--- config.mk ---
export PLATFORM = sky130hd
export DESIGN_NAME = display_scanner
export DESIGN_NICKNAME = d
export VERILOG_FILES = /design/src/rtl/display_scanner_pkg.sv /design/src/rtl/display_scanner_selector.sv /design/src/rtl/display_scanner.sv
export SDC_FILE = /design/constraint.sdc
export NUM_CORES = 1
export LEC_CHECK = 0
export CAP_MARGIN = 40
export CELL_PAD_IN_SITES_DETAIL_PLACEMENT = 1
export CELL_PAD_IN_SITES_GLOBAL_PLACEMENT = 1
export CORE_MARGIN = 10
export CORE_UTILIZATION = 41
export CTS_BUF_LIST = sky130_fd_sc_hd__clkbuf_8
export CTS_CLUSTER_SIZE = 10
export DETAILED_ROUTE_END_ITERATION = 8
export GPL_TIMING_DRIVEN = 0
export PLACE_DENSITY_LB_ADDON = 0.3
export SETUP_SLACK_MARGIN = 0.15
export SLEW_MARGIN = 25
export SYNTH_ARGS = -nofsm -noshare
export SYNTH_HDL_FRONTEND = slang
export SYNTH_SLANG_ARGS = --single-unit
--- constraint.sdc ---
create_clock -name clk_i -period 2.4 [get_ports clk_i]
set_input_delay 0.48 -clock clk_i [delete_from_list [all_inputs] [get_ports clk_i]]
set_output_delay 0.48 -clock clk_i [all_outputs]
set_load 0.005 [all_outputs]
--- src/rtl/display_scanner_pkg.sv ---
// Shared types and constants for the seven-segment display scanner.
package display_scanner_pkg;

  typedef enum logic [1:0] {
    ST_IDLE  = 2'd0,
    ST_BLANK = 2'd1,
    ST_SHOW  = 2'd2
  } state_e;

  localparam int DIGITS   = 4;
  localparam int NIBBLE_W = 4;

  localparam logic [DIGITS-1:0] AN_ALL_OFF = 4'b1111;
  localparam logic [DIGITS-1:0] SEL_FIRST  = 4'b0001;

  function automatic logic [DIGITS-1:0] rotl_sel(input logic [DIGITS-1:0] sel);
    return {sel[DIGITS-2:0], sel[DIGITS-1]};
  endfunction

endpackage

--- src/rtl/display_scanner_selector.sv ---
// 4-way nibble selector: picks the nibble addressed by a one-hot select.
module selector
  import display_scanner_pkg::*;
(
  input  logic [DIGITS-1:0]          sel_i,
  input  logic [DIGITS*NIBBLE_W-1:0] n_i,
  output logic [NIBBLE_W-1:0]        h_o
);

  // One-hot select to nibble; an illegal select yields zero.
  always_comb begin
    h_o = 4'h0;
    case (sel_i)
      4'b0001: h_o = n_i[3:0];
      4'b0010: h_o = n_i[7:4];
      4'b0100: h_o = n_i[11:8];
      4'b1000: h_o = n_i[15:12];
      default: h_o = 4'h0;
    endcase
  end

endmodule

--- src/rtl/display_scanner.sv ---
// Four-digit display scan controller: blanked digit slots, one-hot select,
// active-low anodes and a per-frame snapshot of the display value.
module display_scanner
  import display_scanner_pkg::*;
#(
  parameter int DIGIT_CYCLES = 100000,
  parameter int BLANK_CYCLES = 1000
) (
  input  logic                   clk_i,
  input  logic                   reset_i,
  input  logic                   en_i,
  input  logic [15:0]            value_i,
  input  logic [DIGITS-1:0]      digit_en_i,
  output logic [DIGITS-1:0]      sel_o,
  output logic [DIGITS-1:0]      an_o,
  output logic [NIBBLE_W-1:0]    hex_o,
  output logic                   frame_o
);

  localparam int CNT_W = (DIGIT_CYCLES > 1) ? $clog2(DIGIT_CYCLES) : 1;
  localparam logic [CNT_W-1:0] CNT_LAST = CNT_W'(DIGIT_CYCLES - 1);
  localparam logic [CNT_W-1:0] CNT_SHOW = CNT_W'(BLANK_CYCLES);
  localparam state_e SLOT_START = (BLANK_CYCLES == 0) ? ST_SHOW : ST_BLANK;

  state_e               r_state;
  logic [CNT_W-1:0]     r_cnt;
  logic [DIGITS-1:0]    r_sel;
  logic [DIGITS-1:0]    r_an;
  logic                 r_frame;
  logic [15:0]          r_shadow;

  state_e               w_state_nxt;
  logic [CNT_W-1:0]     w_cnt_nxt;
  logic [CNT_W-1:0]     w_cnt_inc;
  logic [DIGITS-1:0]    w_sel_nxt;
  logic [DIGITS-1:0]    w_an_nxt;
  logic                 w_frame_nxt;
  logic [15:0]          w_shadow_nxt;

  assign w_cnt_inc = r_cnt + CNT_W'(1);

  // State, slot counter, select, anodes and shadow register.
  always_ff @(posedge clk_i) begin
    if (reset_i) begin
      r_state  <= ST_IDLE;
      r_cnt    <= '0;
      r_sel    <= SEL_FIRST;
      r_an     <= AN_ALL_OFF;
      r_frame  <= 1'b0;
      r_shadow <= 16'h0000;
    end else begin
      r_state  <= w_state_nxt;
      r_cnt    <= w_cnt_nxt;
      r_sel    <= w_sel_nxt;
      r_an     <= w_an_nxt;
      r_frame  <= w_frame_nxt;
      r_shadow <= w_shadow_nxt;
    end
  end

  // Next-state logic: disable wins over slot advance and frame wrap.
  always_comb begin
    w_state_nxt  = r_state;
    w_cnt_nxt    = r_cnt;
    w_sel_nxt    = r_sel;
    w_frame_nxt  = 1'b0;
    w_shadow_nxt = r_shadow;
    if (!en_i) begin
      w_state_nxt = ST_IDLE;
      w_cnt_nxt   = '0;
      w_sel_nxt   = SEL_FIRST;
    end else begin
      case (r_state)
        ST_IDLE: begin
          w_state_nxt  = SLOT_START;
          w_cnt_nxt    = '0;
          w_sel_nxt    = SEL_FIRST;
          w_shadow_nxt = value_i;
          w_frame_nxt  = 1'b1;
        end
        ST_BLANK, ST_SHOW: begin
          if (r_cnt == CNT_LAST) begin
            w_cnt_nxt   = '0;
            w_sel_nxt   = rotl_sel(r_sel);
            w_state_nxt = SLOT_START;
            // Leaving the last digit starts a new frame: snapshot the value.
            if (r_sel[DIGITS-1]) begin
              w_shadow_nxt = value_i;
              w_frame_nxt  = 1'b1;
            end else begin
              w_shadow_nxt = r_shadow;
              w_frame_nxt  = 1'b0;
            end
          end else begin
            w_cnt_nxt = w_cnt_inc;
            if ((r_state == ST_BLANK) && (w_cnt_inc == CNT_SHOW)) begin
              w_state_nxt = ST_SHOW;
            end else begin
              w_state_nxt = r_state;
            end
          end
        end
        default: begin
          w_state_nxt = ST_IDLE;
          w_cnt_nxt   = '0;
          w_sel_nxt   = SEL_FIRST;
        end
      endcase
    end
  end

  // Anodes track the upcoming select so both change on the same edge.
  always_comb begin
    if (w_state_nxt == ST_SHOW) begin
      w_an_nxt = ~(w_sel_nxt & digit_en_i);
    end else begin
      w_an_nxt = AN_ALL_OFF;
    end
  end

  selector u_selector (
    .sel_i (r_sel),
    .n_i   (r_shadow),
    .h_o   (hex_o)
  );

  assign sel_o   = r_sel;
  assign an_o    = r_an;
  assign frame_o = r_frame;

endmodule

==> flow_summary.toml <==
# synthesis and place-and-route metrics
[status]
status = "finished clean"

[finish]
area_growth_pct = 41.1
clkbuf_count = 7
largest-register = "r_cnt"
drive_gt1_frac = 0.276
finalNetCount = 332
buffers_excl_clock = 66
mostFrequentLayoutCell = "nor2_1"
area_share_clock_buf_inv = 0.0313

[clocking]
cts_setup_buffers = 7
cts_resized = 42
htreeDepth = 2
cts_max_path_buffers = 2

[final_timing]
whs_ns = 0.483
post-route-min-period_ns = 2.24
max_freq_mhz = 446

[floorplan]
row_count = 26
die_area_um2 = 8640
coreArea_um2 = 5140
chipWidth_um = 93.0

[global_routing]
first_global_vias = 2154
grt.busiest_layer = "met2"
grt_max_degree = 13

[setup_path]
cp_slowest_stage_delay_ns = 0.44
crit_buf_inv = 3
end_kind = "register"
critical_path_class = "register to register"
startpoint = "r_state[1]"
required_ns = 2.59
cp_top_family = "simple AND/OR/NAND/NOR gates"
cp-start-kind = "register"

[placed_design]
io_buffer_count = 34
place_ws_ns = -0.381
gp_congestion = 0.807

[synthesis]
syn_inst = 245
synth_area_um2 = 2180
compound_area_frac = 0.0831
xor_area_frac = 0.0682
top_cell_area_share = 0.403
avgSynthCellArea_um2 = 8.91
ys_cells = 245
most_common_cell = "nor2_1"
fp_nets = 273

[flow_run]
warnings = 30

[pwr]
power.density_nw_per_um2 = 474
power.sequential.fraction = 0.525
pwr-share-comb = 0.127
switchingPower_mw = 0.350

[routing]
drc = 0
drtPass1Iterations = 4
wires.png
(4 px per um) Two of the layers only.
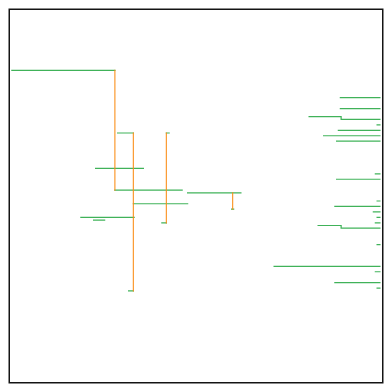
[green] metal 3 | wire length: 262 um
[orange] metal 4 | wire length: 95.9 um
vias: 2,005
DRT Wirelength: 7130 um
Overall Global Routing Usage: 0.154
DR WL/cell: 19.1 um

congestion.png
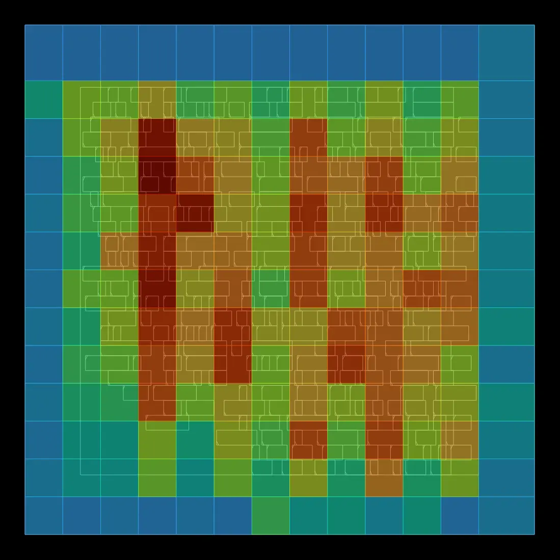
Final Util: 0.600
GRT met3 Usage: 0.0384
met1 Use GR: 0.164

Power figures rest on the tool's default switching activity, not on a simulated workload.
